Routing congestion:
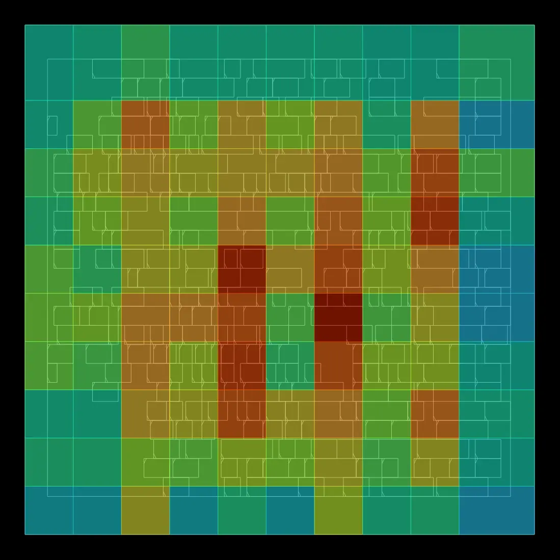
Metal 3:
The bar under the picture is 20 um long.
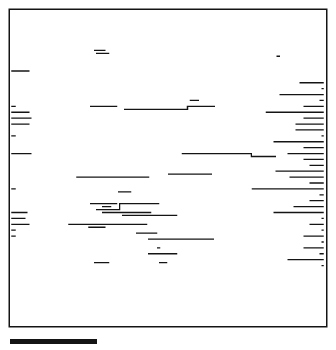
Logic cells by family:
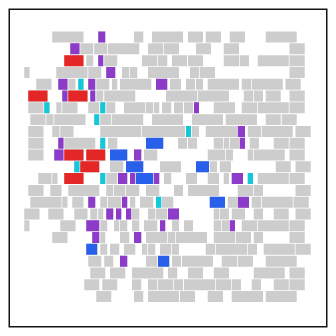
### config.mk
export PLATFORM = sky130hd
export DESIGN_NAME = draw_menu_frame
export DESIGN_NICKNAME = d
export VERILOG_FILES = /design/src/rtl/draw_menu_frame.sv
export SDC_FILE = /design/constraint.sdc
export NUM_CORES = 1
export LEC_CHECK = 0
export CAP_MARGIN = 20
export CORE_MARGIN = 3
export CORE_UTILIZATION = 45
export CTS_BUF_LIST = sky130_fd_sc_hd__clkbuf_4 sky130_fd_sc_hd__clkbuf_8 sky130_fd_sc_hd__clkbuf_16
export CTS_CLUSTER_SIZE = 30
export DETAILED_ROUTE_END_ITERATION = 7
export PLACE_DENSITY = 0.79
export SETUP_SLACK_MARGIN = 0.15
export SLEW_MARGIN = 20
export SYNTH_ARGS = -nofsm -noshare
export SYNTH_HDL_FRONTEND = slang
export SYNTH_SLANG_ARGS = --single-unit
### constraint.sdc
create_clock -name clk -period 4.7 [get_ports clk]
set_input_delay 1.41 -clock clk [delete_from_list [all_inputs] [get_ports clk]]
set_output_delay 1.41 -clock clk [all_outputs]
set_load 0.02 [all_outputs]
### src/rtl/draw_menu_frame.sv
// Menu-screen renderer: border, background and a vertical stack of selectable items with a
// highlight cursor and confirm-hold FSM. `define MENU_BLINK_EN to make the highlight outline blink.
module draw_menu_frame #(
    parameter int          H_RES          = 800,
    parameter int          V_RES          = 600,
    parameter int          BORDER_W       = 3,
    parameter logic [11:0] BORDER_COLOR   = 12'hF00,
    parameter logic [11:0] BG_COLOR       = 12'h888,
    parameter int          N_ITEMS        = 4,
    parameter int          ITEM_X         = 300,
    parameter int          ITEM_Y0        = 150,
    parameter int          ITEM_W         = 200,
    parameter int          ITEM_H         = 60,
    parameter int          ITEM_GAP       = 20,
    parameter logic [11:0] ITEM_COLOR     = 12'h444,
    parameter logic [11:0] HL_COLOR       = 12'hFF0,
    parameter int          HL_W           = 2,
    parameter int          CONFIRM_FRAMES = 30,
    parameter int          BLINK_FRAMES   = 16,
    localparam int         SW             = (N_ITEMS > 1) ? $clog2(N_ITEMS) : 1
) (
    input  logic          clk,
    input  logic          rst,
    input  logic [10:0]   hcount_in,
    input  logic [9:0]    vcount_in,
    input  logic          hblnk_in,
    input  logic          vblnk_in,
    input  logic          key_up,
    input  logic          key_down,
    input  logic          key_select,
    output logic [10:0]   hcount_out,
    output logic [9:0]    vcount_out,
    output logic          hblnk_out,
    output logic          vblnk_out,
    output logic [11:0]   rgb_out,
    output logic [SW-1:0] sel_idx,
    output logic          sel_valid,
    output logic          busy,
    output logic          dbg_state
);
    localparam int CW = (CONFIRM_FRAMES > 1) ? $clog2(CONFIRM_FRAMES) : 1;

    typedef enum logic {BROWSE = 1'b0, CONFIRM = 1'b1} state_t;

    state_t        r_state, w_state_next;
    logic [SW-1:0] r_sel, w_sel_next;
    logic [CW-1:0] r_cnt, w_cnt_next;
    logic          r_sel_valid, w_valid_next;
    logic          r_vblnk_d;
    logic          w_tick;
    logic          w_outline_vis;
    logic [11:0]   w_rgb;
    logic          w_border, w_in_any, w_in_sel, w_sel_edge;
    int            w_h, w_v, w_yi;

    assign w_tick = vblnk_in & ~r_vblnk_d;

    // State register plus all registered datapath; timing outputs share the RGB delay.
    always_ff @(posedge clk) begin
        if (rst) begin
            r_state     <= BROWSE;
            r_sel       <= '0;
            r_cnt       <= '0;
            r_sel_valid <= 1'b0;
            r_vblnk_d   <= 1'b0;
            hcount_out  <= '0;
            vcount_out  <= '0;
            hblnk_out   <= 1'b0;
            vblnk_out   <= 1'b0;
            rgb_out     <= '0;
        end else begin
            r_state     <= w_state_next;
            r_sel       <= w_sel_next;
            r_cnt       <= w_cnt_next;
            r_sel_valid <= w_valid_next;
            r_vblnk_d   <= vblnk_in;
            hcount_out  <= hcount_in;
            vcount_out  <= vcount_in;
            hblnk_out   <= hblnk_in;
            vblnk_out   <= vblnk_in;
            rgb_out     <= w_rgb;
        end
    end

    always_comb begin
        w_state_next = r_state;
        w_sel_next   = r_sel;
        w_cnt_next   = r_cnt;
        w_valid_next = 1'b0;
        case (r_state)
            BROWSE: begin
                if (key_select) begin
                    w_state_next = CONFIRM;
                    w_cnt_next   = '0;
                end else if (key_up && !key_down) begin
                    w_sel_next = (r_sel == '0) ? SW'(N_ITEMS - 1) : r_sel - 1'b1;
                end else if (key_down && !key_up) begin
                    w_sel_next = (r_sel == SW'(N_ITEMS - 1)) ? '0 : r_sel + 1'b1;
                end
            end
            CONFIRM: begin
                if (w_tick) begin
                    if (r_cnt == CW'(CONFIRM_FRAMES - 1)) begin
                        w_state_next = BROWSE;
                        w_cnt_next   = '0;
                        w_valid_next = 1'b1;
                    end else begin
                        w_cnt_next = r_cnt + 1'b1;
                    end
                end
            end
            default: w_state_next = BROWSE;
        endcase
    end

    // busy stays up through the sel_valid cycle, which is already back in BROWSE.
    always_comb begin
        busy      = (r_state == CONFIRM) || r_sel_valid;
        dbg_state = r_state;
        sel_idx   = r_sel;
        sel_valid = r_sel_valid;
    end

`ifdef MENU_BLINK_EN
    localparam int BW = (BLINK_FRAMES > 1) ? $clog2(BLINK_FRAMES) : 1;
    logic [BW-1:0] r_blink_cnt;
    logic          r_blink_vis;

    always_ff @(posedge clk) begin
        if (rst) begin
            r_blink_cnt <= '0;
            r_blink_vis <= 1'b1;
        end else if (w_sel_next != r_sel) begin
            r_blink_cnt <= '0;
            r_blink_vis <= 1'b1;
        end else if (w_tick) begin
            if (r_blink_cnt == BW'(BLINK_FRAMES - 1)) begin
                r_blink_cnt <= '0;
                r_blink_vis <= ~r_blink_vis;
            end else begin
                r_blink_cnt <= r_blink_cnt + 1'b1;
            end
        end
    end

    assign w_outline_vis = r_blink_vis;
`else
    assign w_outline_vis = 1'b1;
`endif

    // Geometry classification of the incoming pixel.
    always_comb begin
        w_h        = int'(hcount_in);
        w_v        = int'(vcount_in);
        w_yi       = 0;
        w_in_any   = 1'b0;
        w_in_sel   = 1'b0;
        w_sel_edge = 1'b0;
        w_border   = (w_h < BORDER_W) || (w_h >= H_RES - BORDER_W) ||
                     (w_v < BORDER_W) || (w_v >= V_RES - BORDER_W);
        for (int i = 0; i < N_ITEMS; i++) begin
            w_yi = ITEM_Y0 + i * (ITEM_H + ITEM_GAP);
            if (w_h >= ITEM_X && w_h <= ITEM_X + ITEM_W - 1 &&
                w_v >= w_yi && w_v <= w_yi + ITEM_H - 1) begin
                w_in_any = 1'b1;
                if (i == int'(r_sel)) begin
                    w_in_sel   = 1'b1;
                    w_sel_edge = (w_h < ITEM_X + HL_W) || (w_h > ITEM_X + ITEM_W - 1 - HL_W) ||
                                 (w_v < w_yi + HL_W) || (w_v > w_yi + ITEM_H - 1 - HL_W);
                end
            end
        end
    end

    always_comb begin
        if (hblnk_in || vblnk_in)                        w_rgb = 12'h000;
        else if (w_border)                               w_rgb = BORDER_COLOR;
        else if (w_in_sel && r_state == CONFIRM)         w_rgb = HL_COLOR;
        else if (w_in_sel && w_sel_edge && w_outline_vis) w_rgb = HL_COLOR;
        else if (w_in_any)                               w_rgb = ITEM_COLOR;
        else                                             w_rgb = BG_COLOR;
    end
endmodule
==> results.rst <==
Metrics
=======

.. list-table::
   :header-rows: 1

   * - Metric
     - Value
   * - Outcome
     - finished clean
   * - Sort of element at the end of the critical path
     - flip-flop
   * - Remaining global-route overflow
     - 0
   * - Top library cells by usage in the layout, fill and taps aside
     - 65 x sky130_fd_sc_hd__clkdlybuf4s50_1, 40 x sky130_fd_sc_hd__dfxtp_1, 23 x sky130_fd_sc_hd__nor2b_1
   * - Flip-flop and latch count after synthesis
     - 40
   * - Post-CTS resize count
     - 0
   * - Setup repair after global routing missed its margin
     - false
   * - Vias per std cell
     - 5.60
   * - Worst IR Drop VDD
     - 0.000133 V
   * - Fillcell total
     - 378
   * - Number of remaining DRC errors
     - 0
   * - CTS Buffer Depth
     - 2
   * - Post-synth top area cell
     - sky130_fd_sc_hd__dfxtp_1
   * - Adder and majority cell fraction of the synthesized area
     - 4.35%
   * - Kind of start point of the critical path
     - primary input
   * - Average size of a mapped cell
     - 8.79 um^2
   * - Pins over their slew limit
     - 0
   * - Final setup slack of the worst path
     - 1.07 ns
   * - Synthesized instance count
     - 229
   * - CTS clk-pin slew, worst paths
     - 0.08 ns
   * - Hold/Removal Path Class
     - flip-flop to flip-flop
   * - Synthesis area per yosys
     - 0.00201 mm^2
   * - Max frequency
     - 275 MHz
   * - Count of different cell masters after synthesis
     - 50
   * - Global router's overall resource usage
     - 18.8%
   * - Async SR Flop Fraction
     - 0%
   * - Drt pass-1 iters
     - 4
   * - Die Y-Extent
     - 72.9 um
   * - Most instantiated library cell after synthesis
     - sky130_fd_sc_hd__dfxtp_1
   * - Final count of negative-setup-slack endpoints
     - 0
   * - Relative area change from synthesis to final layout
     - 36.6%
   * - Multiplexer fraction of the synthesized cell area
     - 0.497%
   * - FP Util
     - 48.6%
   * - Complex-gate fraction of the synthesized area
     - 21.6%
   * - Port buffer count
     - 65
   * - Maximum number of pins on one net before global-route repair
     - 22
   * - Ratio of final minimum period to clock period
     - 77.3%
   * - Number of cells in the finished layout apart from fillers
     - 338
   * - Synthesis warning total
     - 0
   * - I/O pin cnt
     - 68
   * - Count of final hold-check violations
     - 0
   * - Design area
     - 0.00275 mm^2
   * - Buffers inserted during post-CTS setup optimization
     - 0
   * - CTS Buf Count
     - 5
   * - Fraction of layout cells with a size suffix above 1
     - 5.56%
   * - Total number of placement rows
     - 23
   * - Critical Setup Path Class
     - primary input to flip-flop
   * - Placeable core region
     - 0.00414 mm^2
   * - Final worst clock skew
     - 0.00124 ns
   * - Antenna Nets Post-Route
     - 0
   * - Normalized max-slew margin
     - 54.2%
   * - Combinational Area
     - 0.00110 mm^2
   * - Critical path fanouts, max
     - 14
   * - Count of instantiated cells in the yosys netlist
     - 229
   * - Count of hold-fix buffers inserted at cts
     - 0
   * - Top cells by instance count after synthesis
     - 40 x sky130_fd_sc_hd__dfxtp_1, 23 x sky130_fd_sc_hd__nor2b_1, 14 x sky130_fd_sc_hd__nor2_1
   * - Diode insertion count for antenna repair
     - 0
   * - Routability cong.
     - 0.874
   * - Number of global-route vias before repair
     - 1773
   * - Critical path data required time
     - 4.85 ns
   * - Wire length of the first global-routing pass
     - 8.02 mm
   * - Comb area leader
     - simple AND/OR/NAND/NOR gates
   * - Static power due to leakage
     - 0.981 nW
   * - Number of clock sinks seen by CTS
     - 40
   * - Critical R2R Launch
     - dbg_state
   * - Max-capacitance violation count
     - 0
   * - Placed wire-length estimate
     - 3.52 mm
   * - TritonCTS clock tree
     - yes
   * - Hold_ws
     - 0.495 ns
   * - Slew at the pin closest to its max-slew limit
     - 0.670 ns
   * - Die span in x
     - 72.9 um
   * - Worst slack at placement
     - 0.795 ns
   * - Worst Reg-to-Reg Cells
     - 4
   * - Number of DRC violations after detailed-routing iteration 0
     - 113
   * - Area of all sequential standard cells
     - 801 um^2
   * - Library cell used as clock root buffer
     - sky130_fd_sc_hd__clkbuf_8
   * - Proportion of netlist area held by the largest area contributor
     - 39.8%
   * - Terminus of the critical flop-to-flop path
     - rgb_out[9]
   * - Total placed cells including tap cells
     - 330
   * - Post-DP Area
     - 0.00266 mm^2
   * - Initial antenna violation count
     - 0
   * - Tool warning count
     - 30
   * - Clk latency late pin
     - 0.29 ns
   * - Biggest area contributors in the synthesized netlist
     - sky130_fd_sc_hd__dfxtp_1 40%, sky130_fd_sc_hd__nor2b_1 7.1%, sky130_fd_sc_hd__ha_1 4.4%
   * - Count of cells along the worst hold path
     - 1
   * - Total power after layout
     - 730 uW
   * - Most common cell after layout, fill and taps aside
     - sky130_fd_sc_hd__clkdlybuf4s50_1
   * - Destination of the critical timing path
     - rgb_out[9]
   * - Post-Synth Simple-Gate Area
     - 27.6%
   * - # H-tree levels
     - 2
   * - Crit path launch
     - vcount_in[6]
   * - Netlist area before placement
     - 0.00201 mm^2
   * - Final period demand of the worst path
     - 3.63 ns
   * - Dominant register cell in the synthesized netlist
     - sky130_fd_sc_hd__dfxtp_1
   * - Arr. time, crit path
     - 3.78 ns
   * - Final core utilization
     - 66.4%
   * - Post-synthesis xor/xnor area fraction
     - 0.435%
   * - Cell Pwr Density
     - 265 mW/mm^2
   * - Sequential share of the synthesized area
     - 39.8%
## Picture notes: 'routing congestion'
final routed wire length divided by cell count: 13.9 um
M3 GR Usage: 4.55%

## Picture notes: 'metal 3'
wire length on this layer: 382 um
share of all routed wire: 8.1%
nets with wire on the layer: 61
total wirelength of the detailed-routed design: 4.70 mm
number of vias in the routed layout: 1892

## Picture notes: 'logic cells by family'
legend:
  purple:
    family: nand cells
    cells: 32
  cyan:
    family: inv cells
    cells: 10
  red:
    family: fa/ha/maj cells
    cells: 7
    where: west
  blue:
    family: non-inverting ao/oa cells
    cells: 8
    where: center

==> final cells by class <==
| cell class | count | share of cell area (%) |
|---|---|---|
| clock inverter | 3 | 0.682 |
| tap | 50 | 2.27 |
| timing repair buffer | 66 | 23.9 |
| multi-input combinational | 164 | 40.1 |
| sequential | 40 | 29.1 |
| inverter | 10 | 1.36 |
| clock buffer | 5 | 2.50 |
==> critical path, cell delays in order <==
cell and delay, ns:
sky130_fd_sc_hd__clkdlybuf4s50_1 0.74, sky130_fd_sc_hd__inv_1 0.18, sky130_fd_sc_hd__o41ai_1 0.49, sky130_fd_sc_hd__a211oi_1 0.11, sky130_fd_sc_hd__and2_1 0.25, sky130_fd_sc_hd__a2111oi_4 0.46
sky130_fd_sc_hd__a31oi_1 0.14
==> sequential cells by signal, indices dropped and copies added (netlist names) <==
signal,cells
dbg_state,1
r_vblnk_d,1
sel_idx,2
hblnk_out,1
sel_valid,1
hcount_out,11
rgb_out,8
r_cnt,5
vcount_out,10
==> layer usage <==
| layer | vias to the layer above | track usage, % | share of wire [%] |
|---|---|---|---|
| met1 | 854 | 24.5 | 44 |
| li1 | 941 | - | - |
| met5 | - | 0 | 0 |
| met4 | 0 | 5.94 | 0.89 |
| met2 | 91 | 30.7 | 47 |
| met3 | 6 | 4.55 | 8.1 |
==> power by group <==
| part | internal (mW) | switching (mW) | total, mW |
|---|---|---|---|
| logic | 0.0696 | 0.0757 | 0.145 |
| registers | 0.353 | 0.00792 | 0.361 |
| clock network | 0.103 | 0.120 | 0.223 |
| total | 0.526 | 0.204 | 0.730 |
Power figures rest on the tool's default switching activity, not on a simulated workload.
